density.png
The die is cut into 8 by 8 equal tiles; white is low, dark blue is high, 0 to 100% covered.
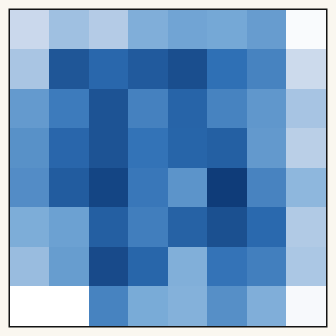
final_placement.png
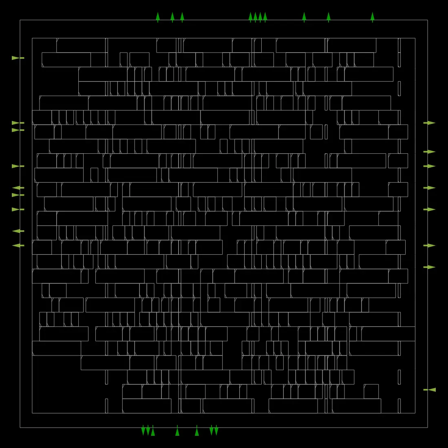
clock_map.png
Bar = 20 µm.
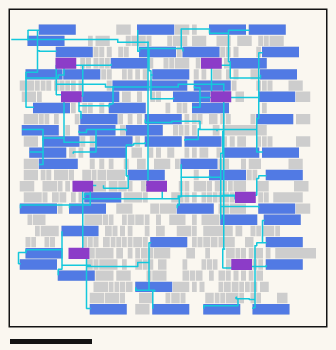
$ cat src/rtl/carparking_pkg.sv
// Shared types and widths for the carparking password path.
package carparking_pkg;

    localparam int PW_DIGITS = 4;
    localparam int DIGIT_W   = 4;
    localparam int PW_W      = PW_DIGITS * DIGIT_W;
    localparam int CNT_W     = 3;

    typedef enum logic [1:0] {
        PW_IDLE    = 2'd0,
        PW_COLLECT = 2'd1,
        PW_READY   = 2'd2
    } pw_state_e;

endpackage

$ cat src/rtl/key_debounce.sv
// Synchronizes a raw keypad strobe and emits exactly one key_acc pulse per
// physical press, with the digit captured on the accepting cycle.
module key_debounce
    import carparking_pkg::*;
#(
    parameter int DEBOUNCE_CYC = 4
) (
    input  logic               clk,
    input  logic               rst,
    input  logic               key_strobe,
    input  logic [DIGIT_W-1:0] key_code,
    output logic               key_acc,
    output logic [DIGIT_W-1:0] key_data
);

    localparam int CW = $clog2(DEBOUNCE_CYC + 1);
    localparam logic [CW-1:0] CNT_MAX = CW'(DEBOUNCE_CYC);

    logic          sync1;
    logic          sync2;
    logic          armed;
    logic [CW-1:0] stable_cnt;
    logic          level_match;

    // While armed we look for a stable high; once fired, for a stable low.
    assign level_match = armed ? sync2 : ~sync2;

    always_ff @(posedge clk or negedge rst) begin
        if (!rst) begin
            sync1      <= 1'b0;
            sync2      <= 1'b0;
            armed      <= 1'b1;
            stable_cnt <= '0;
            key_acc    <= 1'b0;
            key_data   <= '0;
        end else begin
            sync1   <= key_strobe;
            sync2   <= sync1;
            key_acc <= 1'b0;
            if (stable_cnt == CNT_MAX) begin
                stable_cnt <= '0;
                armed      <= ~armed;
                if (armed) begin
                    key_acc  <= 1'b1;
                    key_data <= key_code;
                end
            end else if (level_match) begin
                stable_cnt <= stable_cnt + 1'b1;
            end else begin
                stable_cnt <= '0;
            end
        end
    end

endmodule

$ cat src/rtl/pw_entry_collector.sv
// Per-gate password entry: arms on the entry sensor, shifts four debounced hex
// digits in, and presents the 16-bit word on Enter or abandons it on timeout.
module pw_entry_collector
    import carparking_pkg::*;
#(
    parameter int DEBOUNCE_CYC = 4,
    parameter int TIMEOUT_CYC  = 1000
) (
    input  logic               clk,
    input  logic               rst,
    input  logic               sensor_entry,
    input  logic               key_strobe,
    input  logic [DIGIT_W-1:0] key_code,
    input  logic               key_clear,
    input  logic               key_enter,
    output logic [PW_W-1:0]    password,
    output logic               pw_valid,
    output logic [CNT_W-1:0]   digit_count,
    output logic               busy,
    output logic               timeout,
    output pw_state_e          state
);

    localparam int TW = $clog2(TIMEOUT_CYC);
    localparam logic [TW-1:0] TIMER_LOAD = TW'(TIMEOUT_CYC - 1);
    localparam logic [CNT_W-1:0] LAST_DIGIT = CNT_W'(PW_DIGITS - 1);

    logic               key_acc;
    logic [DIGIT_W-1:0] key_data;
    logic               sensor_q;
    logic               sensor_rise;
    logic [PW_W-1:0]    shreg;
    logic [TW-1:0]      timer;

    key_debounce #(
        .DEBOUNCE_CYC(DEBOUNCE_CYC)
    ) u_key_debounce (
        .clk       (clk),
        .rst       (rst),
        .key_strobe(key_strobe),
        .key_code  (key_code),
        .key_acc   (key_acc),
        .key_data  (key_data)
    );

    assign sensor_rise = sensor_entry & ~sensor_q;

    // pw_valid is a one-cycle strobe qualifying password; the consumer has no
    // way to stall it, so it must sample on that exact cycle.
    always_ff @(posedge clk or negedge rst) begin
        if (!rst) begin
            state       <= PW_IDLE;
            sensor_q    <= 1'b0;
            shreg       <= '0;
            timer       <= '0;
            password    <= '0;
            pw_valid    <= 1'b0;
            timeout     <= 1'b0;
            busy        <= 1'b0;
            digit_count <= '0;
        end else begin
            sensor_q <= sensor_entry;
            pw_valid <= 1'b0;
            timeout  <= 1'b0;
            case (state)
                PW_IDLE: begin
                    shreg       <= '0;
                    digit_count <= '0;
                    if (sensor_rise) begin
                        state <= PW_COLLECT;
                        busy  <= 1'b1;
                        timer <= TIMER_LOAD;
                    end
                end
                PW_COLLECT, PW_READY: begin
                    if (key_clear) begin
                        shreg       <= '0;
                        digit_count <= '0;
                        timer       <= TIMER_LOAD;
                        state       <= PW_COLLECT;
                    end else if (state == PW_READY && key_enter) begin
                        password    <= shreg;
                        pw_valid    <= 1'b1;
                        shreg       <= '0;
                        digit_count <= '0;
                        busy        <= 1'b0;
                        state       <= PW_IDLE;
                    end else if (state == PW_COLLECT && key_acc) begin
                        shreg       <= {shreg[PW_W-DIGIT_W-1:0], key_data};
                        digit_count <= digit_count + 1'b1;
                        timer       <= TIMER_LOAD;
                        if (digit_count == LAST_DIGIT) begin
                            state <= PW_READY;
                        end
                    end else if (timer == '0) begin
                        timeout     <= 1'b1;
                        shreg       <= '0;
                        digit_count <= '0;
                        busy        <= 1'b0;
                        state       <= PW_IDLE;
                    end else begin
                        timer <= timer - 1'b1;
                    end
                end
                default: begin
                    state <= PW_IDLE;
                    busy  <= 1'b0;
                end
            endcase
        end
    end

endmodule

$ cat config.mk
export PLATFORM = sky130hd
export DESIGN_NAME = pw_entry_collector
export DESIGN_NICKNAME = d
export VERILOG_FILES = /design/src/rtl/carparking_pkg.sv /design/src/rtl/key_debounce.sv /design/src/rtl/pw_entry_collector.sv
export SDC_FILE = /design/constraint.sdc
export NUM_CORES = 1
export LEC_CHECK = 0
export ABC_AREA = 1
export CAP_MARGIN = 0
export CORE_MARGIN = 2
export CORE_UTILIZATION = 55
export CTS_CLUSTER_DIAMETER = 40
export CTS_CLUSTER_SIZE = 14
export DETAILED_ROUTE_END_ITERATION = 16
export GPL_TIMING_DRIVEN = 0
export PLACE_DENSITY = 0.8
export SLEW_MARGIN = 20
export SYNTH_ARGS = -nofsm -noshare
export SYNTH_HDL_FRONTEND = slang
export SYNTH_HIERARCHICAL = 1
export SYNTH_SLANG_ARGS = --single-unit
export TNS_END_PERCENT = 20
$ cat constraint.sdc
create_clock -name clk -period 2.58 [get_ports clk]
set_clock_uncertainty 0.2 [all_clocks]
set_input_delay 0.774 -clock clk [delete_from_list [all_inputs] [get_ports clk]]
set_output_delay 0.774 -clock clk [all_outputs]
set_load 0.02 [all_outputs]
==> flow_metrics.env <==
# flow metrics
export IMPL_syn_cell_area_um2=2920
export IMPL_met3_usage=0.0541
export IMPL_htree_levels=3
export IMPL_ys_seq_frac=0.532
export IMPL_path_clk_slew_ns=0.07
export IMPL_warnings=30
export IMPL_cp_slowest_cell="clkdlybuf4s50_1"
export IMPL_seq_power_share=0.420
export IMPL_holdWs_ns=0.0880
export IMPL_power_group_top="registers"
export IMPL_path_cells="clkdlybuf4s50_1"
export IMPL_area_delta_synth_final_pct=21.7
export IMPL_cp_num_cells=1
export IMPL_postCtsSetupRepairBufs=0
export IMPL_fp_util=0.572
export IMPL_dr_pass1_iters=4
export IMPL_n_tap_cell=70
export IMPL_dpl_hpwl_um=3850
export IMPL_clock_buffers=10
export IMPL_flop_count=62
export IMPL_cp_start_kind="flip-flop"
export IMPL_layout_nets=406
export IMPL_ys_warn_count=6
export IMPL_p_leak_uw=0.00196
export IMPL_avgSynthCellArea_um2=8.54
export IMPL_outcome="complete, no violations"
export IMPL_synth_nets=361
export IMPL_logic_area_um2=1200
export IMPL_crit_family="buffers and inverters"
export IMPL_vias=2172
export IMPL_aoi_share=0.0287
export IMPL_chipArea_um2=5910
export IMPL_place_area_um2=3360
export IMPL_cts_tree="built"
export IMPL_fmax_mhz=424
export IMPL_r2r_end="shreg[12]"
export IMPL_p_int_uw=1920
export IMPL_clock_power_uw=833
export IMPL_crit_buf_inv=1
export IMPL_period_minus_slack_ns=2.36
export IMPL_hold_buffers=0
export IMPL_p_sw_frac=0.362
export IMPL_vdd_drop_max_mv=0.615
export IMPL_viasPerCell=4.70
export IMPL_startpoint="digit_count[0]"
export IMPL_num_fill_cells=410
export IMPL_antenna_found_initial=0
export IMPL_max_cap_violations=0
export IMPL_layout_cells_most_common="nand2_1"
export IMPL_regArea_um2=1550
export IMPL_clk_latency_ns=0.34
export IMPL_grt_pass1_vias=2139
export IMPL_pre_cts_ws_ns=0.0352
export IMPL_pg_seq_uw=1260
export IMPL_gp_congestion=0.867
export IMPL_largestClassByArea="registers"
export IMPL_arrival_ns=1.39
export IMPL_lay_top_cells="153 x nand2_1, 61 x dfrtp_1, 32 x clkdlybuf4s50_1, 26 x inv_1, 20 x nor2_1"
export IMPL_wl_per_cell_um=11.9
export IMPL_synthCells=342
export IMPL_clockPowerShare=0.277
export IMPL_p_switching_uw=1090
export IMPL_synth_chip_area_um2=2920
export IMPL_grt_remaining_overflow=0
export IMPL_ff2ff_setup_slack_ns=0.53
export IMPL_rr_worst_depth=11
export IMPL_setup_violations=0
export IMPL_numClockSinks=62
export IMPL_numCtsBuffers=9
export IMPL_num_rows=26
export IMPL_comb_cells=244
export IMPL_grt_pass1_wl_um=9780
export IMPL_grt_usage=0.214
export IMPL_busiest_layer="met2"
export IMPL_hold_violations=0
export IMPL_maxSlewViolCount=0
export IMPL_reg_top3="password x16, shreg x16, timer x10"
export IMPL_synth_distinct_cells=26
export IMPL_n_all_inverters=31
export IMPL_dp_cells=446
export IMPL_crit_end="digit_count[0]"
export IMPL_slew_limit_headroom=0.696
export IMPL_comb_power_uw=914
export IMPL_fin_ws_ns=0.220
export IMPL_p_total_uw=3010
export IMPL_grt_use_met2=0.333
export IMPL_coreArea_um2=5110
export IMPL_final_antenna_net_count=0
export IMPL_ios=34
export IMPL_drive_above_1_share=0.166
export IMPL_slowest_delay_ns=0.63
export IMPL_ys_cells=342
export IMPL_grtUsageMet1=0.285
export IMPL_drt_met1_wl_um=2530
export IMPL_r2r_start="state[1]"
export IMPL_top_layer="met4"
export IMPL_wl_met2_um=2700
export IMPL_clock_area_frac=0.0535
export IMPL_root_buffer="clkbuf_8"
export IMPL_dr_first_iter_drc_count=132
export IMPL_route_met3_wl_um=187
export IMPL_critPathMaxFanout=4
export IMPL_wl_um=5490
export IMPL_grt_max_degree=50
export IMPL_combPwrFrac=0.304
Notes on density.png above:
tiles over 75% full = 30%
fullest tile = 95%
mean over tiles = 59%
nearly empty tiles = 3.1%

Notes on final_placement.png above:
sequential cell area share: 0.437
Layout Utilization: 0.696
final std cells w/o fill: 462

Notes on clock_map.png above:
cells driving clock nets -> purple  # count 9
flip-flops -> blue  # count 62
clock wires -> cyan  # length 816 µm
routed clock nets = 10
flops lie = spread over the die

-- cell usage after synthesis --
master	instances	area share
inv_1	26	0.033
nor2_4	1	0.0039
dfrtp_1	61	0.52
nand3_2	2	0.0069
nor2_2	4	0.0086
nand2_2	18	0.039
buf_4	1	0.0026
nor3b_1	1	0.0026
ha_1	9	0.039
or2_2	2	0.0043
nand2_4	6	0.023
clkbuf_1	1	0.0013
o21ai_2	5	0.015
xnor2_1	3	0.0090
buf_2	1	0.0017
buf_12	1	0.0069
o21ai_0	4	0.0069
inv_2	4	0.0051
nand2_1	153	0.20
nor2_1	20	0.026
clkinv_1	1	0.0013
nor2_8	1	0.0069
nand3_1	11	0.019
dfstp_2	1	0.0090
buf_6	1	0.0039
a21oi_1	4	0.0069
